## src/rtl/int_gen_responder_pkg.sv

```systemverilog
// Shared types and constants for the interrupt-generator responder.
// Holds the FSM state encoding and the default acknowledge address.
`timescale 1ns/1ps
package int_gen_responder_pkg;

    typedef enum logic [1:0] {
        ST_ARMED  = 2'd0,
        ST_DELAY  = 2'd1,
        ST_ASSERT = 2'd2,
        ST_DONE   = 2'd3
    } state_t;

    localparam logic [31:0] DEFAULT_ACK_ADDR = 32'h0000_7F20;

endpackage

```

## src/rtl/int_gen_table.sv

```systemverilog
// Trigger table: NUM_TRIG entries of {pc, delay, valid}.
// One write port, a combinational read at rd_idx, and the valid bits exported as a vector.
`timescale 1ns/1ps
module int_gen_table #(
    parameter int NUM_TRIG = 4,
    parameter int DELAY_W  = 8
) (
    input  logic                        clk,
    input  logic                        reset,
    input  logic                        we,
    input  logic [$clog2(NUM_TRIG)-1:0] wr_idx,
    input  logic [31:0]                 wr_pc,
    input  logic [DELAY_W-1:0]          wr_delay,
    input  logic                        wr_valid,
    input  logic [$clog2(NUM_TRIG)-1:0] rd_idx,
    output logic [31:0]                 rd_pc,
    output logic [DELAY_W-1:0]          rd_delay,
    output logic                        rd_valid,
    output logic [NUM_TRIG-1:0]         valid_vec
);
    localparam int IDX_W = $clog2(NUM_TRIG);

    logic [31:0]        pc_arr    [NUM_TRIG];
    logic [DELAY_W-1:0] delay_arr [NUM_TRIG];

    genvar gi;
    generate
        for (gi = 0; gi < NUM_TRIG; gi++) begin : g_entry
            logic [31:0]        pc_reg;
            logic [DELAY_W-1:0] delay_reg;
            logic               valid_reg;

            always_ff @(posedge clk or negedge reset) begin
                if (!reset) begin
                    pc_reg    <= '0;
                    delay_reg <= '0;
                    valid_reg <= 1'b0;
                end else if (we && (wr_idx == IDX_W'(gi))) begin
                    pc_reg    <= wr_pc;
                    delay_reg <= wr_delay;
                    valid_reg <= wr_valid;
                end
            end

            assign pc_arr[gi]    = pc_reg;
            assign delay_arr[gi] = delay_reg;
            assign valid_vec[gi] = valid_reg;
        end
    endgenerate

    assign rd_pc    = pc_arr[rd_idx];
    assign rd_delay = delay_arr[rd_idx];
    assign rd_valid = valid_vec[rd_idx];

endmodule

```

## src/rtl/int_gen_responder.sv

```systemverilog
// Device-side interrupt generator: raises `interrupt` at programmed trigger PCs and holds it until acked.
// Optional ack watchdog is enabled by defining INTGEN_TIMEOUT_EN.
`timescale 1ns/1ps
module int_gen_responder
    import int_gen_responder_pkg::*;
#(
    parameter int          NUM_TRIG = 4,
    parameter logic [31:0] ACK_ADDR = DEFAULT_ACK_ADDR,
    parameter int          DELAY_W  = 8,
    parameter int          TIMEOUT  = 1024
) (
    input  logic                        clk,
    input  logic                        reset,
    input  logic [31:0]                 macroscopic_pc,
    input  logic [31:0]                 m_int_addr,
    input  logic [3:0]                  m_int_byteen,
    input  logic                        cfg_we,
    input  logic [$clog2(NUM_TRIG)-1:0] cfg_idx,
    input  logic [31:0]                 cfg_pc,
    input  logic [DELAY_W-1:0]          cfg_delay,
    input  logic                        cfg_valid,
    output logic                        interrupt,
    output logic [7:0]                  fired_cnt,
    output logic                        spurious_ack,
    output logic                        timeout_err
);
    localparam int IDX_W = $clog2(NUM_TRIG);

    state_t             state_reg, state_next;
    logic [DELAY_W-1:0] cnt_reg, cnt_next;
    logic [IDX_W-1:0]   ptr_reg, ptr_next;
    logic [7:0]         fired_reg, fired_next;
    logic               interrupt_reg;
    logic               spurious_reg;

    logic [31:0]        rd_pc;
    logic [DELAY_W-1:0] rd_delay;
    logic               rd_valid;
    logic [NUM_TRIG-1:0] valid_vec;

    logic               ack;
    logic               match;
    logic               advance;
    logic [IDX_W-1:0]   ptr_inc;
    logic               next_valid;
    logic               rearm;

    int_gen_table #(
        .NUM_TRIG (NUM_TRIG),
        .DELAY_W  (DELAY_W)
    ) u_table (
        .clk       (clk),
        .reset     (reset),
        .we        (cfg_we),
        .wr_idx    (cfg_idx),
        .wr_pc     (cfg_pc),
        .wr_delay  (cfg_delay),
        .wr_valid  (cfg_valid),
        .rd_idx    (ptr_reg),
        .rd_pc     (rd_pc),
        .rd_delay  (rd_delay),
        .rd_valid  (rd_valid),
        .valid_vec (valid_vec)
    );

    // Byte offset within the word is ignored: any store to the ack word counts.
    assign ack   = ((m_int_addr & ~32'h3) == (ACK_ADDR & ~32'h3)) && (m_int_byteen != 4'b0000);
    assign match = rd_valid && (macroscopic_pc == rd_pc);

    // A config write landing in the same cycle wins over the stored valid bit.
    assign ptr_inc    = ptr_reg + 1'b1;
    assign next_valid = (cfg_we && (cfg_idx == ptr_inc)) ? cfg_valid : valid_vec[ptr_inc];
    assign rearm      = cfg_we && (cfg_idx == ptr_reg) && cfg_valid;

`ifdef INTGEN_TIMEOUT_EN
    logic [31:0] wdog_reg, wdog_next;
    logic        timeout_reg, timeout_next;
`endif

    always_comb begin
        state_next = state_reg;
        cnt_next   = cnt_reg;
        ptr_next   = ptr_reg;
        fired_next = fired_reg;
        advance    = 1'b0;
`ifdef INTGEN_TIMEOUT_EN
        wdog_next    = '0;
        timeout_next = timeout_reg;
`endif
        case (state_reg)
            ST_ARMED: begin
                if (match) begin
                    if (rd_delay == '0) begin
                        state_next = ST_ASSERT;
                    end else begin
                        cnt_next   = rd_delay;
                        state_next = ST_DELAY;
                    end
                end
            end
            ST_DELAY: begin
                if (cnt_reg <= DELAY_W'(1)) begin
                    state_next = ST_ASSERT;
                end else begin
                    cnt_next = cnt_reg - 1'b1;
                end
            end
            ST_ASSERT: begin
                if (ack) begin
                    advance    = 1'b1;
                    fired_next = fired_reg + 8'd1;
                end
`ifdef INTGEN_TIMEOUT_EN
                else if (wdog_reg == 32'(TIMEOUT - 1)) begin
                    advance      = 1'b1;
                    timeout_next = 1'b1;
                end else begin
                    wdog_next = wdog_reg + 32'd1;
                end
`endif
                if (advance) begin
                    ptr_next   = ptr_inc;
                    state_next = next_valid ? ST_ARMED : ST_DONE;
                end
            end
            ST_DONE: begin
                if (rearm) begin
                    state_next = ST_ARMED;
                end
            end
            default: state_next = ST_ARMED;
        endcase
    end

    always_ff @(posedge clk or negedge reset) begin
        if (!reset) begin
            state_reg     <= ST_ARMED;
            cnt_reg       <= '0;
            ptr_reg       <= '0;
            fired_reg     <= '0;
            interrupt_reg <= 1'b0;
            spurious_reg  <= 1'b0;
        end else begin
            state_reg     <= state_next;
            cnt_reg       <= cnt_next;
            ptr_reg       <= ptr_next;
            fired_reg     <= fired_next;
            interrupt_reg <= (state_next == ST_ASSERT);
            if (ack && (state_reg != ST_ASSERT)) begin
                spurious_reg <= 1'b1;
            end
        end
    end

`ifdef INTGEN_TIMEOUT_EN
    always_ff @(posedge clk or negedge reset) begin
        if (!reset) begin
            wdog_reg    <= '0;
            timeout_reg <= 1'b0;
        end else begin
            wdog_reg    <= wdog_next;
            timeout_reg <= timeout_next;
        end
    end

    assign timeout_err = timeout_reg;
`else
    assign timeout_err = 1'b0;
`endif

    assign interrupt    = interrupt_reg;
    assign fired_cnt    = fired_reg;
    assign spurious_ack = spurious_reg;

endmodule

```

## config.mk

```make
export PLATFORM = sky130hd
export DESIGN_NAME = int_gen_responder
export DESIGN_NICKNAME = d
export VERILOG_FILES = /design/src/rtl/int_gen_responder_pkg.sv /design/src/rtl/int_gen_table.sv /design/src/rtl/int_gen_responder.sv
export SDC_FILE = /design/constraint.sdc
export NUM_CORES = 1
export LEC_CHECK = 0
export ABC_AREA = 1
export ABC_CLOCK_PERIOD_IN_PS = 5300
export CORE_ASPECT_RATIO = 1.1
export CORE_UTILIZATION = 45
export DETAILED_ROUTE_END_ITERATION = 12
export GPL_ROUTABILITY_DRIVEN = 0
export PLACE_DENSITY_LB_ADDON = 0.1
export SYNTH_ARGS = -nofsm -noshare
export SYNTH_HDL_FRONTEND = slang
export SYNTH_SLANG_ARGS = --single-unit
```

## constraint.sdc

```tcl
create_clock -name clk -period 5.3 [get_ports clk]
set_input_delay 1.06 -clock clk [delete_from_list [all_inputs] [get_ports clk]]
set_output_delay 1.06 -clock clk [all_outputs]
set_load 0.01 [all_outputs]
```

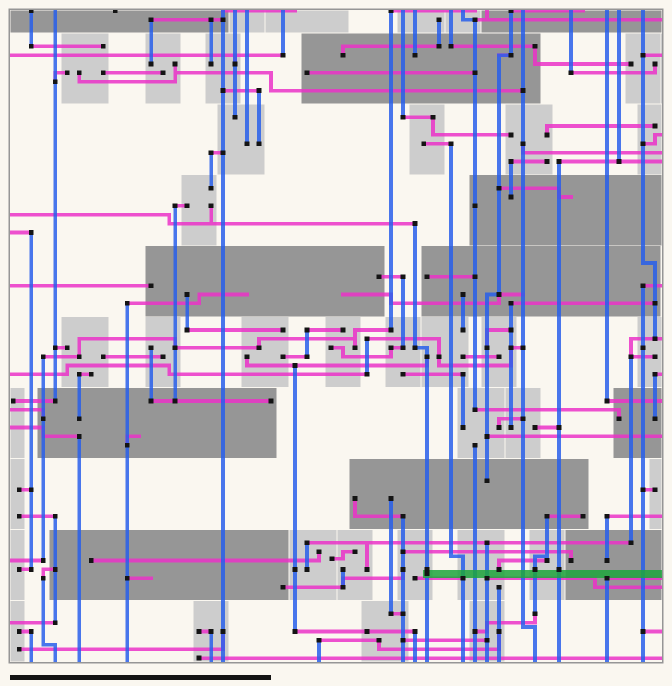
Fig. 1. A small window of the routed layout.
Bar = 10 µm. Region (56, 33) to (81, 58) µm. Cells in gray, sequential cells in the stronger gray; small squares are vias.
Key: magenta = metal 1; blue = metal 2; green = metal 3
Sequential cells in the window: 7. 34 logic cells have their middle in the window. Netlist names of flops here include u_table.g_entry.pc_reg (7). Most frequent: nand2_1 (14), o21ai_0 (8), dfrtp_1 (7).

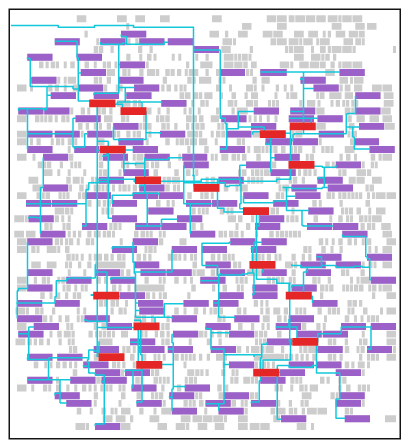
Fig. 2. Clock network drawn from the DEF.
Key: purple = flip-flops [count 186]; red = clock drivers [count 17]; cyan = clock wires [length 2230 µm]
There are 18 routed clock nets.
clock power share: 35.7%
clk latency late pin: 0.43 ns
Worst Skew: 0.00786 ns

==> results_dict.tcl <==
# flow metrics
set metrics [dict create \
    synth_stat.cells 1185 \
    fin_area_um2 11100 \
    place_area_um2 10400 \
    busiest_layer "met2" \
    area_growth_pct 21.4 \
    numPlacedInstances 1506 \
    seq_area_um2 4660 \
    seq_power_share_pct 46.9 \
    path_max_fanout 59 \
    fa_ha_area_share_pct 0.412 \
    p_per_area_nw_per_um2 338 \
    hp-start "cnt_reg[1]" \
    whs_endpoint "cnt_reg[1]" \
    syn-num-nets 1302 \
    drtPass1Iterations 5 \
    arrival_ns 3.60 \
    htreeDepth 4 \
    wl_met2_mm 10.6 \
    r2r-end "cnt_reg[4]" \
    synthCells 1185 \
    chipHeight_um 151 \
    core_um2 19900 \
    grtUsageMet2_pct 37.5 \
    power.internal_mw 2.73 \
    cp-endpoint "cnt_reg[4]" \
    path_depth 14 \
    cts_buffer_depth 2 \
    ys_async_sr_fraction_pct 100 \
    fin_ws_ns 2.03 \
    warning_count 31 \
    n_fill_cell 1906 \
    drt_iter0_drc 575 \
    relSlewSlack_pct 26.8 \
    top_power_group "sequential cells" \
    setup-tns-final_ns 0 \
    clock-root-buffer "clkbuf_16" \
    final_cells 1537 \
    place.port_buffers 121 \
    area_leaders "dfrtp_1 51%, nand2_1 17%, o21ai_0 11%, nand3_1 5.7%, inv_1 3.5%" \
    die_w_um 138 \
    combGateArea_um2 3860 \
    clock_buffers 22 \
    fp_util_pct 45.9 \
    swShare_pct 27.1 \
    highest_layer "met4" \
    critical_path_required_ns 5.63 \
    synthTopLogicFamily "simple AND/OR/NAND/NOR gates" \
    worst_pin_slew_ns 1.10 \
    top_area_cell "dfrtp_1" \
    p_clk_mw 1.34 \
    ys.flops 186 \
    layout-drive-gt1-share_pct 4.20 \
    diodes 0 \
    seq_power_mw 1.76 \
    final_common_cell "nand2_1" \
    cp_top_family "simple AND/OR/NAND/NOR gates" \
    edf_count 0 \
    largest_class "sequential cells" \
    comb-power_mw 0.651 \
    critPathLaunchType "flop" \
    die_area_um2 20800 \
    worstPathCellList "buf_4, o21ai_0, o21ai_1, nand2_1, inv_1, nand2_1, nor2_1, nand2_1, nor2_1, nand3_2, nand2_4, nand2_4, nand2_1, nand2_1" \
    via_per_inst 5.05 \
    grt_pass1_vias 7292 \
    nNonClkInverters 86 \
    grt_overflow 0 \
    r2r_slack_ns 2.03 \
    wl_met1_mm 10.8 \
    clk_pin_slew_ns 0.07 \
    cp_slowest_cell "dfrtp_2" \
    vias 7755 \
    xor_area_share_pct 1.63 \
    p_comb_share_pct 17.4 \
    grt_util_met1_pct 31.8 \
    grt_setup_unrepaired "false" \
    sh_comb_area_pct 34.9 \
    yosysUniqueCellTypes 35 \
    hold_class "reg2reg" \
    crit_start "ptr_reg[0]" \
    critPathKind "reg2reg" \
    n_all_buffers 132 \
    synth.top_cells.by_count "424 x nand2_1, 197 x o21ai_0, 186 x dfrtp_1" \
    synth_top_flop_cell "dfrtp_1" \
    total_power_mw 3.74 \
    leakage_nw 5.31 \
    buffer_area_share_pct 11.7 \
    yosys-stat-area_um2 9120 \
    endpoint_kind "flop" \
    ir_drop_v 0.000245 \
    power.switching_mw 1.01 \
    hold_viol 0 \
    final.min_clock_period_ns 3.27 \
    whs_path_depth 2 \
    drv_cap 0 \
    clock_cell_area_share_pct 5.62 \
    finalCritPeriodShare_pct 61.8 \
    yosysSeqAreaShare_pct 51.0 \
    status "completed" \
    cts_hold_buf 0 \
    synthAoiAreaFrac_pct 12.6 \
    seq-cell-share_pct 42.1 \
    yosys_warnings 0 \
    maxSlewViolCount 0 \
    hpwl_mm 13.9 \
    holdWs_ns 0.479 \
    logic_gate_count 850 \
    grt_pass1_wl_mm 36.7 \
    drc_errors 0 \
    ios 125 \
    antenna_found_initial 0 \
    timing.rr.start "ptr_reg[0]" \
    avgSynthCellArea_um2 7.70 \
    nNetsFinal 1390 \
    use_met3_pct 3.11 \
    finalSetupViolCount 0 \
    syn_area_um2 9120 \
    dr_wl_met3_um 738 \
    fmax_ghz 0.305 \
    yosysMostFrequentCell "nand2_1" \
    simple_gate_area_share_pct 27.4 \
    place_ws_ns 1.81 \
]
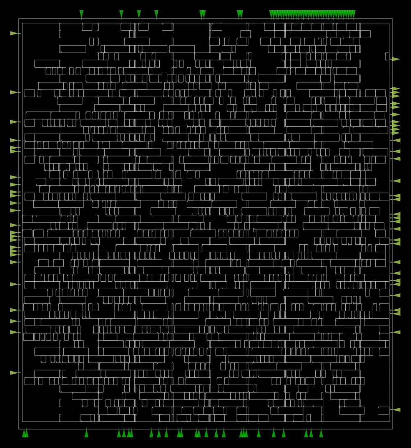
Fig. 3. Placement view.
post-layout util: 55.7%
tap cells: 252
Seq cells: 186
FP Rows: 54

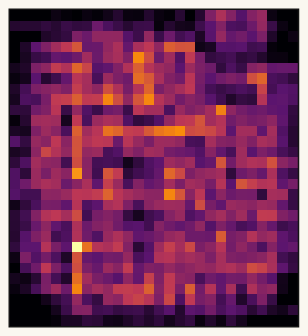
Fig. 4. Signal metal coverage by tile.
The die is cut into 28 by 30 equal tiles; black is low, pale yellow is high, scaled to the fullest tile. Values are wire area over tile area, all layers added.
The fullest tile reaches 0.55. 5.4% of the tiles are nearly empty. The mean over all tiles is 0.16. 11% of the tiles are over half the peak.
All-Layer GR Usage: 22.9%
WL/cell: 14.5 µm
Routed WL: 22.3 mm

Power figures rest on the tool's default switching activity, not on a simulated workload.
